==> config.mk <==
export PLATFORM = sky130hd
export DESIGN_NAME = project_dispatcher_flat
export DESIGN_NICKNAME = d
export VERILOG_FILES = /design/src/rtl/project_dispatcher_if.sv /design/src/rtl/project_dispatcher.sv /design/src/flat_wrapper.sv
export SDC_FILE = /design/constraint.sdc
export NUM_CORES = 1
export LEC_CHECK = 0
export CORE_MARGIN = 5
export CORE_UTILIZATION = 45
export DETAILED_ROUTE_END_ITERATION = 10
export GPL_ROUTABILITY_DRIVEN = 1
export HOLD_SLACK_MARGIN = 0.1
export PLACE_DENSITY = 0.74
export SETUP_SLACK_MARGIN = 0.15
export SYNTH_ARGS = -nofsm -noshare
export SYNTH_HDL_FRONTEND = slang
export SYNTH_SLANG_ARGS = --single-unit
==> constraint.sdc <==
create_clock -name clk0 -period 2.75 [get_ports clk0]
set_clock_uncertainty 0.15 [all_clocks]
set_input_delay 0.55 -clock clk0 [delete_from_list [all_inputs] [get_ports clk0]]
set_output_delay 0.55 -clock clk0 [all_outputs]
set_load 0.01 [all_outputs]
route_heat.png
The die is cut into 18 by 18 equal tiles; dark blue is low, red is high, scaled to the fullest tile. Values are wire area over tile area, all layers added.
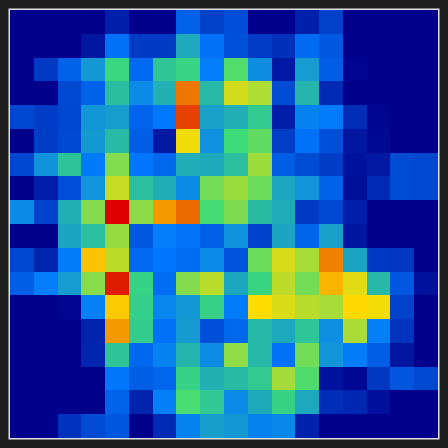
densest ninth of the die: centre
tiles over half the peak: 15%
nearly empty tiles: 24%
emptiest ninth of the die: upper right
vias after detailed routing: 1695
combined global-route utilization of all metal layers: 13.0%
routed wire length: 5060 microns
wire per inst: 15.6 microns

clock_wires.png
Bar = 20 microns.
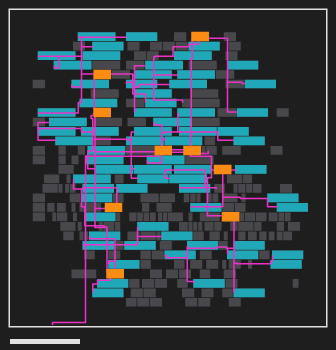
legend:
  clock wires:
    colour: magenta
    length: 841 microns
  flip-flops:
    colour: cyan
    count: 68
  clock-net drivers:
    colour: orange
    count: 9
routed clock nets: 10
clk latency late pin: 340 ps
clock group power: 0.841 mW
share of total power in the clock network: 21.5%

ff_map.png
Bar = 20 microns. Other sequential cells in the stronger grey, the rest of the logic in the fainter grey.
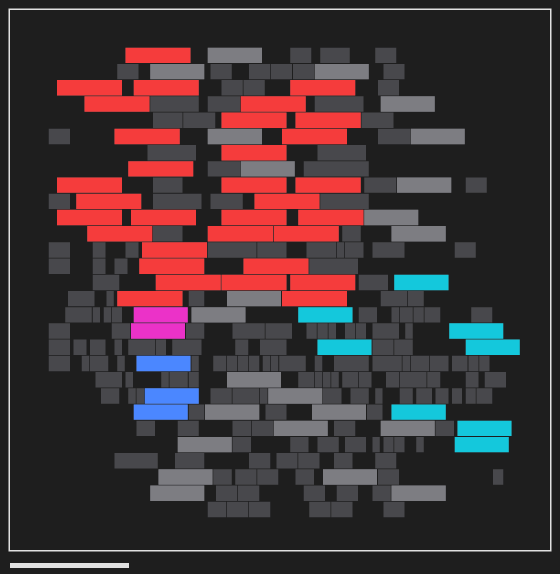
legend:
  `u_core.wdog_q`:
    colour: cyan
    sequential_cells: 8
  `u_core.mem_q`:
    colour: red
    sequential_cells: 32
  `u_core.bus.count`:
    colour: blue
    sequential_cells: 3
  `u_core.wr_ptr_q`:
    colour: magenta
    sequential_cells: 2
not coloured: 23
end-of-flow core utilization: 57.4%
sequential power: 1.59 mW
sequential portion of the cell area: 51.0%

sizing.png
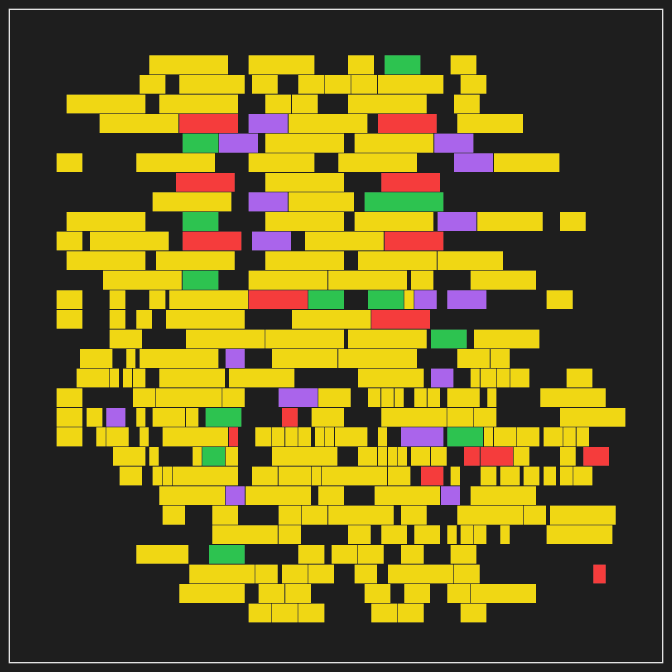
legend:
  x6 and larger:
    colour: green
    cells: 12
  x3 and x4:
    colour: purple
    cells: 16
  x2:
    colour: red
    cells: 15
  x1 and smaller:
    colour: yellow
    cells: 205
Post-Layout Inst Area: 3650 sq um
post-synthesis to final-layout area growth: 24.8%
Worst Setup Slack, final: 407 ps
buffers outside the clock class: 46

placed.png
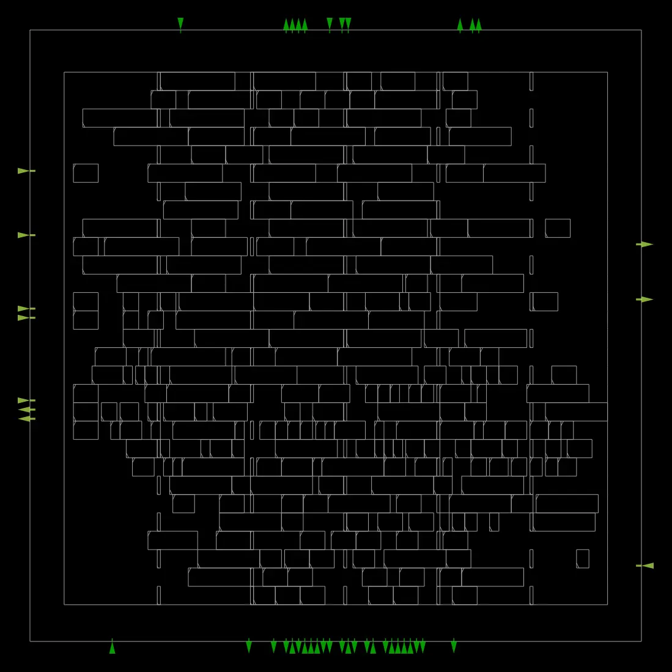
fill count: 495
inserted tap cell count: 77

==> run notes <==
The flow ran to the end, and the final reports show no timing, DRC or antenna violations. The run gives 42 as the number of library cell types mapped by synthesis. The number of cells reported by Yosys stat comes to 190.

With the sequential cell area in the final layout at 1860 sq um, the maximum cell stage delay along the critical path is 540 ps. The DRC violation total left in the routed layout is recorded as 0. Per the post-run analysis, buffers plus inverters along the critical path come to 3. Looking at the setup timing report, the critical path kind is flop to output port.

The sort of element at the start of the critical path is a flop. Starting density of the core: 46.0%. In this run the mean area of a mapped cell was 15.4 sq um.

The minimum setup slack among reg-to-reg paths is 580 ps, and the area inside the core boundary is 6350 sq um. The report lists the number of cells resized after CTS as 0. The number of detailed-route iterations in the first pass was 4. Per the final report, max-transition violations number 0. Entering global routing, the biggest net connects 37 pins. Per the OpenROAD floorplan log, the width of the die is 90.6 microns. The post-synth tally of flip-flops with integrated enable came out at 32.

In the routed layout, each cell is associated on average with a via count of 5.22. Hold-check failures listed in the final report amount to 0. The post-CTS hold buffer count recorded in the log is 0. According to the I/O placement log, the pin count is 45. The non-filler instance count after layout is 325. With the tightest slew margin relative to the limit at 45.9%, the slew at the pin closest to its max-slew limit is 812 ps. For the cell count after placement, the log shows 309. The flip-flop count of the largest register, all copies and words added was 32. The largest fanout of any net on the critical path came out at 4.

The combinational cell fraction of total power came out at 37.9%. The proportion of synthesized chip area in sequential cells was 63.7%; the number of clock sinks was 68. With the ratio of total power to cell area at 1070 nW/um^2, the critical path data arrival time is 1640 ps. Critical path capture point type: an output port.

Summing every instance area after synthesis gives 2920 sq um. The cell count of the worst reg-to-reg path was 10; the share of total power consumed by net switching was 31.6%. The tools report the cell leakage power as 1.45 nW. For reference, the clock transition at the flip-flops on the worst setup and hold paths is 80 ps. The number of antenna cells inserted is 0. STA puts the critical path data required time at 2050 ps. The floorplan step set the die height to 90.6 microns. For the CTS H-tree depth, the log shows 3. Gate family responsible for the most delay along the worst path: buffers and inverters.

The routed design could run at a clock period as short as 2340 ps. The run gives 52.9% for the share of flip-flops with an asynchronous set or reset. The post-synthesis instance total was 190. The most frequently used flop master after synthesis is dfrtp_1.

Counting the warning lines in the Yosys log gives 0. The critical path crosses 4 cells after its start point. The post-synth register bit count is 68.
kinds of logic (layout without fill, tap and decap cells):
group / after synthesis / count (layout) / share of synthesized area (%)
flops: 68 / 68 / 63.7
compound gates: 34 / 34 / 8.44
simple gates: 32 / 32 / 6.42
buf+inv: 20 / 78 / 3.08
mux: 18 / 18 / 11.1
fa+ha+maj: 12 / 12 / 5.40
xor+xnor: 6 / 6 / 1.80
power groups by stage:
stage | clock (mW) | combinational [mW] | sequential [mW]
after detailed placement | 0 | 1.50 | 1.61
after floorplan | 0 | 0.935 | 1.59
after global placement | 0 | 1.45 | 1.61
after CTS | 0.858 | 1.51 | 1.59
final | 0.841 | 1.48 | 1.59
after global routing | 0.911 | 1.59 | 1.64
synth_stat cells (2+ instances only):
library cell / count / area, sq um
a31oi_1: 2 / 12.5
and2_1: 5 / 31.3
nor2_1: 2 / 7.51
o211ai_1: 3 / 22.5
nand2_1: 8 / 30.0
xnor2_1: 5 / 43.8
nor2b_1: 2 / 12.5
nor3_1: 2 / 10.0
and3b_1: 2 / 17.5
edfxtp_1: 32 / 961
mux2_4: 9 / 135
o22a_1: 8 / 70.1
nand3_1: 3 / 15.0
mux4_2: 8 / 180
inv_1: 15 / 56.3
dfrtp_1: 36 / 901
o21ai_0: 7 / 35.0
o2111ai_1: 2 / 17.5
a21oi_1: 5 / 25.0
buf_6: 2 / 22.5
ha_1: 11 / 138
stage by stage:
stage	setup WS (ps)	total power [mW]	hold WS, ps	cell area (sq um)
2_1_floorplan	563	2.53	104	2920
3_3_place_gp	444	3.06	321	3440
3_5_place_dp	365	3.11	326	3440
4_1_cts	384	3.96	168	3650
5_1_grt	336	4.14	218	3650
6_report	407	3.91	150	3650
routing by layer:
metal  share of wire (%)  track usage, %  wire [microns]
met2                  51            20.2            2590
met4                 2.2            8.19             112
met1                  44            16.3            2220
met5                   0               0               0
met3                 2.9            3.00             146
layout make-up:
type,instances,share of cell area [%]
Inverter,16,1.65
Timing Repair Buffer,46,12.3
Multi-Input combinational cell,102,26.6
Clock inverter,6,1.96
Clock buffer,10,3.77
Sequential cell,68,51.0
Tap cell,77,2.64
worst reg2reg max path, delay by kind of cell (launching register included):
kind	cells	cell delay, ps
fa+ha+maj	3	780
xor+xnor	2	280
buf+inv	3	260
simple gates	2	220
flops	1	400
Power and IR drop assume default switching activity.
